**src/rtl/apb_slave_regbank_pkg.sv**
```systemverilog
// ----------------------------------------------------------------------------
// apb_slave_regbank_pkg
// Shared definitions for the APB register bank: phase FSM state encodings,
// STATUS register field positions, the write-one-to-clear bit index, and a
// helper that packs the STATUS word.
// ----------------------------------------------------------------------------
package apb_slave_regbank_pkg;

    localparam logic [1:0] ST_IDLE   = 2'd0;
    localparam logic [1:0] ST_SETUP  = 2'd1;
    localparam logic [1:0] ST_ACCESS = 2'd2;

    localparam int WR_CNT_LSB = 16;
    localparam int WR_CNT_W   = 16;
    localparam int RD_CNT_LSB = 8;
    localparam int RD_CNT_W   = 8;
    localparam int ERR_BIT    = 0;
    localparam int W1C_BIT    = 0;

    // Full 32-bit STATUS image; narrower buses take the low bits of it.
    function automatic logic [31:0] status_word(input logic [WR_CNT_W-1:0] wr_cnt,
                                                input logic [RD_CNT_W-1:0] rd_cnt,
                                                input logic                err);
        logic [31:0] sw;
        sw = '0;
        sw[WR_CNT_LSB +: WR_CNT_W] = wr_cnt;
        sw[RD_CNT_LSB +: RD_CNT_W] = rd_cnt;
        sw[ERR_BIT]                = err;
        return sw;
    endfunction

endpackage

```
**src/rtl/apb_phase_fsm.sv**
```systemverilog
// ----------------------------------------------------------------------------
// apb_phase_fsm
// Tracks the APB IDLE/SETUP/ACCESS phase sequence for one slave select,
// latches the register index and direction in SETUP and checks that they are
// held into the access phase. Produces single-cycle transfer strobes and a
// protocol error pulse; an erroring cycle never produces a transfer.
//
// Ports
//   Hclk, Hresetn    clock, async active-low reset
//   Psel, Penable    APB select / access phase
//   Pwrite           APB direction (1 = write)
//   idx              decoded register index of the current Paddr
//   do_rd, do_wr     transfer strobes, valid on the edge SETUP -> ACCESS
//   err_pulse        protocol violation seen this cycle
//
//   state  | meaning
//   IDLE   | no transfer in progress
//   SETUP  | setup phase seen, index/direction latched
//   ACCESS | transfer performed on entry, lasts one cycle
// ----------------------------------------------------------------------------
module apb_phase_fsm
    import apb_slave_regbank_pkg::*;
#(
    parameter int IDX_W = 3
) (
    input  logic             Hclk,
    input  logic             Hresetn,
    input  logic             Psel,
    input  logic             Penable,
    input  logic             Pwrite,
    input  logic [IDX_W-1:0] idx,
    output logic             do_rd,
    output logic             do_wr,
    output logic             err_pulse
);

    logic [1:0]       state;
    logic [1:0]       state_nxt;
    logic [IDX_W-1:0] lat_idx;
    logic             lat_wr;
    logic             latch;
    logic             match;

    assign match = (idx == lat_idx) && (Pwrite == lat_wr);

    always_comb begin
        state_nxt = state;
        latch     = 1'b0;
        do_rd     = 1'b0;
        do_wr     = 1'b0;
        err_pulse = 1'b0;
        case (state)
            ST_IDLE: begin
                if (Psel) begin
                    if (!Penable) begin
                        state_nxt = ST_SETUP;
                        latch     = 1'b1;
                    end else begin
                        err_pulse = 1'b1;
                    end
                end
            end
            ST_SETUP: begin
                if (!Psel) begin
                    err_pulse = 1'b1;
                    state_nxt = ST_IDLE;
                end else if (!Penable) begin
                    // Repeated setup: flag it, but follow the new address.
                    err_pulse = 1'b1;
                    latch     = 1'b1;
                end else if (match) begin
                    state_nxt = ST_ACCESS;
                    do_wr     = Pwrite;
                    do_rd     = !Pwrite;
                end else begin
                    err_pulse = 1'b1;
                    state_nxt = ST_IDLE;
                end
            end
            ST_ACCESS: begin
                if (!Psel) begin
                    state_nxt = ST_IDLE;
                end else if (!Penable) begin
                    state_nxt = ST_SETUP;
                    latch     = 1'b1;
                end else begin
                    err_pulse = 1'b1;
                    state_nxt = ST_IDLE;
                end
            end
            default: state_nxt = ST_IDLE;
        endcase
    end

    always_ff @(posedge Hclk or negedge Hresetn) begin
        if (!Hresetn) begin
            state   <= ST_IDLE;
            lat_idx <= '0;
            lat_wr  <= 1'b0;
        end else begin
            state <= state_nxt;
            if (latch) begin
                lat_idx <= idx;
                lat_wr  <= Pwrite;
            end
        end
    end

endmodule

```
**src/rtl/apb_slave_regbank.sv**
```systemverilog
// ----------------------------------------------------------------------------
// apb_slave_regbank
// APB2 slave register bank behind the AHB-to-APB bridge. Holds NREGS-1
// read/write registers plus a STATUS register at index NREGS-1 carrying
// saturating write/read transfer counters and a sticky protocol error flag.
// Writing STATUS with bit 0 set clears the counters and the flag.
//
// Ports
//   Hclk, Hresetn    clock, async active-low reset
//   Psel, Penable    APB select / access phase
//   Pwrite           1 = write, 0 = read
//   Paddr            byte address, index = Paddr[ADDR_LSB +: $clog2(NREGS)]
//   Pwdata           write data
//   Prdata           registered read data, valid in the ACCESS cycle
//   prot_err         sticky protocol error (STATUS[0])
// ----------------------------------------------------------------------------
module apb_slave_regbank
    import apb_slave_regbank_pkg::*;
#(
    parameter int WIDTH    = 32,
    parameter int NREGS    = 8,
    parameter int ADDR_LSB = 2
) (
    input  logic             Hclk,
    input  logic             Hresetn,
    input  logic             Psel,
    input  logic             Penable,
    input  logic             Pwrite,
    input  logic [WIDTH-1:0] Paddr,
    input  logic [WIDTH-1:0] Pwdata,
    output logic [WIDTH-1:0] Prdata,
    output logic             prot_err
);

    localparam int               IDX_W      = $clog2(NREGS);
    localparam logic [IDX_W-1:0] STATUS_IDX = IDX_W'(NREGS - 1);

    logic [IDX_W-1:0]    idx;
    logic                do_rd;
    logic                do_wr;
    logic                err_pulse;
    logic                status_sel;
    logic                status_clr;
    logic [WIDTH-1:0]    regs [0:NREGS-2];
    logic [WR_CNT_W-1:0] wr_cnt;
    logic [RD_CNT_W-1:0] rd_cnt;
    logic                err_flag;
    logic [31:0]         status_full;
    logic [WIDTH-1:0]    rd_val;
    logic                unused_paddr;

    // Address bits outside the index field are don't-care (aliasing).
    assign idx          = Paddr[ADDR_LSB +: IDX_W];
    assign unused_paddr = ^Paddr;

    apb_phase_fsm #(
        .IDX_W (IDX_W)
    ) u_fsm (
        .Hclk      (Hclk),
        .Hresetn   (Hresetn),
        .Psel      (Psel),
        .Penable   (Penable),
        .Pwrite    (Pwrite),
        .idx       (idx),
        .do_rd     (do_rd),
        .do_wr     (do_wr),
        .err_pulse (err_pulse)
    );

    assign status_sel  = (idx == STATUS_IDX);
    assign status_clr  = do_wr && status_sel && Pwdata[W1C_BIT];
    assign status_full = status_word(wr_cnt, rd_cnt, err_flag);
    assign prot_err    = err_flag;

    always_comb begin
        rd_val = '0;
        if (status_sel) begin
            rd_val = status_full[WIDTH-1:0];
        end else begin
            rd_val = regs[idx];
        end
    end

    always_ff @(posedge Hclk or negedge Hresetn) begin
        if (!Hresetn) begin
            for (int i = 0; i < NREGS - 1; i++) begin
                regs[i] <= '0;
            end
        end else if (do_wr && !status_sel) begin
            regs[idx] <= Pwdata;
        end
    end

    // Clear wins over a same-edge increment or error set.
    always_ff @(posedge Hclk or negedge Hresetn) begin
        if (!Hresetn) begin
            wr_cnt   <= '0;
            rd_cnt   <= '0;
            err_flag <= 1'b0;
        end else if (status_clr) begin
            wr_cnt   <= '0;
            rd_cnt   <= '0;
            err_flag <= 1'b0;
        end else begin
            if (do_wr && (wr_cnt != '1)) begin
                wr_cnt <= wr_cnt + 1'b1;
            end
            if (do_rd && (rd_cnt != '1)) begin
                rd_cnt <= rd_cnt + 1'b1;
            end
            if (err_pulse) begin
                err_flag <= 1'b1;
            end
        end
    end

    // STATUS reads return the counters as they stood before this transfer.
    always_ff @(posedge Hclk or negedge Hresetn) begin
        if (!Hresetn) begin
            Prdata <= '0;
        end else if (do_rd) begin
            Prdata <= rd_val;
        end
    end

endmodule

```
**config.mk**
```make
export PLATFORM = sky130hd
export DESIGN_NAME = apb_slave_regbank
export DESIGN_NICKNAME = d
export VERILOG_FILES = /design/src/rtl/apb_slave_regbank_pkg.sv /design/src/rtl/apb_phase_fsm.sv /design/src/rtl/apb_slave_regbank.sv
export SDC_FILE = /design/constraint.sdc
export NUM_CORES = 1
export LEC_CHECK = 0
export ABC_AREA = 1
export CAP_MARGIN = 40
export CORE_ASPECT_RATIO = 0.75
export CORE_MARGIN = 2
export CORE_UTILIZATION = 50
export CTS_CLUSTER_DIAMETER = 30
export CTS_CLUSTER_SIZE = 10
export DETAILED_ROUTE_END_ITERATION = 10
export PLACE_DENSITY = 0.7
export SLEW_MARGIN = 20
export SYNTH_ARGS = -nofsm -noshare
export SYNTH_HDL_FRONTEND = slang
export SYNTH_SLANG_ARGS = --single-unit
```
**constraint.sdc**
```tcl
create_clock -name Hclk -period 2.2 [get_ports Hclk]
set_input_delay 0.44 -clock Hclk [delete_from_list [all_inputs] [get_ports Hclk]]
set_output_delay 0.44 -clock Hclk [all_outputs]
set_load 0.02 [all_outputs]
```
==> impl_metrics.yaml <==
# physical design summary
floorplanning:
  dieArea_sq_mm: 0.0267
  row_count: 50
final_timing:
  finalSetupViolCount: 0
cells_and_area:
  lay_top_count: "nand2_1"
  largestClassByArea: "registers"
  nets: 1777
  buf_share_pct: 11.8
  final-clk-cell-share_pct: 10.6
  combGateArea_sq_mm: 0.00485
  largest_register_ffs: 224
  n_all_buffers: 183
  fin_area_sq_mm: 0.0165
critical_path:
  endpoint: "wr_cnt[3]"
  worstSetupStartpoint: "wr_cnt[1]"
  worst-path-buf-inv: 1
  path_max_fanout: 6
clock_tree:
  max-clock-path-buffers: 3
  postCtsSetupRepairBufs: 0
  htree_levels: 2
  insertion_delay_ns: 0.55
  path_clk_slew_ns: 0.05
  cts_resized: 0
  cts_hold_buf: 1
power_and_ir_drop:
  p_sw_w: 0.00311
  p_total_w: 0.0141
  vdd_drop_max_uv: 525
  comb_power_share_pct: 4.6
  comb-power_w: 0.000651
  internal_power_w: 0.0110
synthesis:
  logic_family: "simple AND/OR/NAND/NOR gates"
  ys_types: 27
  synth_warnings: 0
  synthXorXnorAreaFrac_pct: 0.483
  ys_sh_simple_pct: 23.3
  common_cells: "nand2_1, dfrtp_1, o21ai_0, inv_1, clkbuf_1"
status:
  status: "completed"
global_routing:
  grt_pass1_vias: 11100
  use_met2_pct: 43.2
  grt_max_degree: 66
  use_met3_pct: 5.15
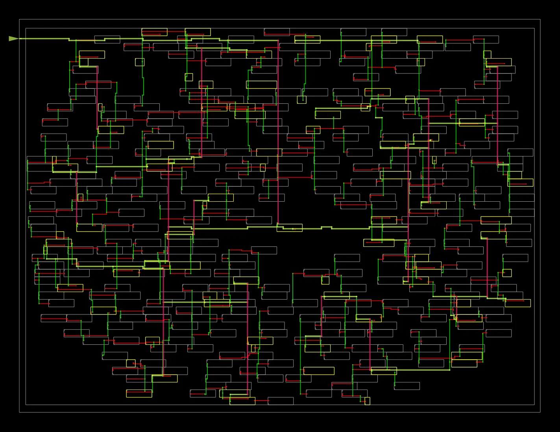
**Above:** the clock network.
TritonCTS Sinks: 287
Clock net power: 0.00803 W
Fin Clk Skew: 0.0112 ns
clock buffer count from CTS: 48

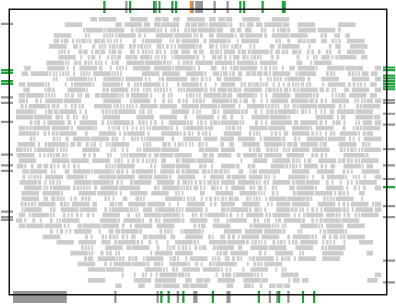
**Above:** pin placement.
(2 px per micron) Pins as bars across the die edge, other pins in gray.
Orange is prot_err, pins 1, direction output, edge north. Green is Prdata, pins 32, direction output, edge 11 north, 9 east, 8 south, 4 west.
All pins by edge: 47 south, 21 north, 20 east, 14 west.

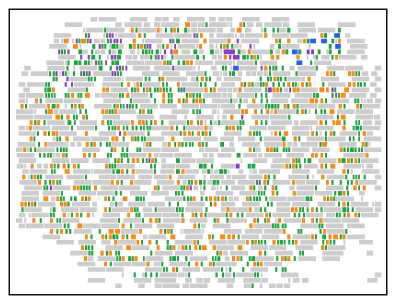
**Above:** gate families picked out.
(2 px per micron)
Green is nand cells, cells 681, most used nand2_1, where spread over the die. Orange is aoi and oai cells, cells 346, most used o21ai_0, where spread over the die. Blue is xor and xnor cells, cells 7, most used xor2_1, where north-east. Purple is nor cells, cells 61, most used nor2_1.

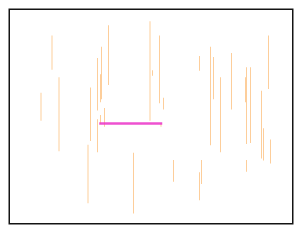
**Above:** signal wires by layer.
(1.5 px per micron) Two of the layers only.
Magenta is metal 5, wire length 40.5 microns. Orange is metal 4, wire length 974 microns.

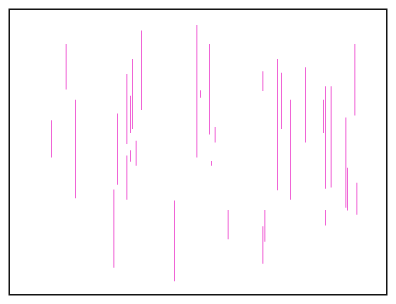
**Above:** M4 wires.
(2 px per micron)
The layer carries 974 microns of wire. 24 nets have wire on it. The wires run mostly vertical. The layer holds 2.7% of the routed length.

Power and IR drop assume default switching activity.
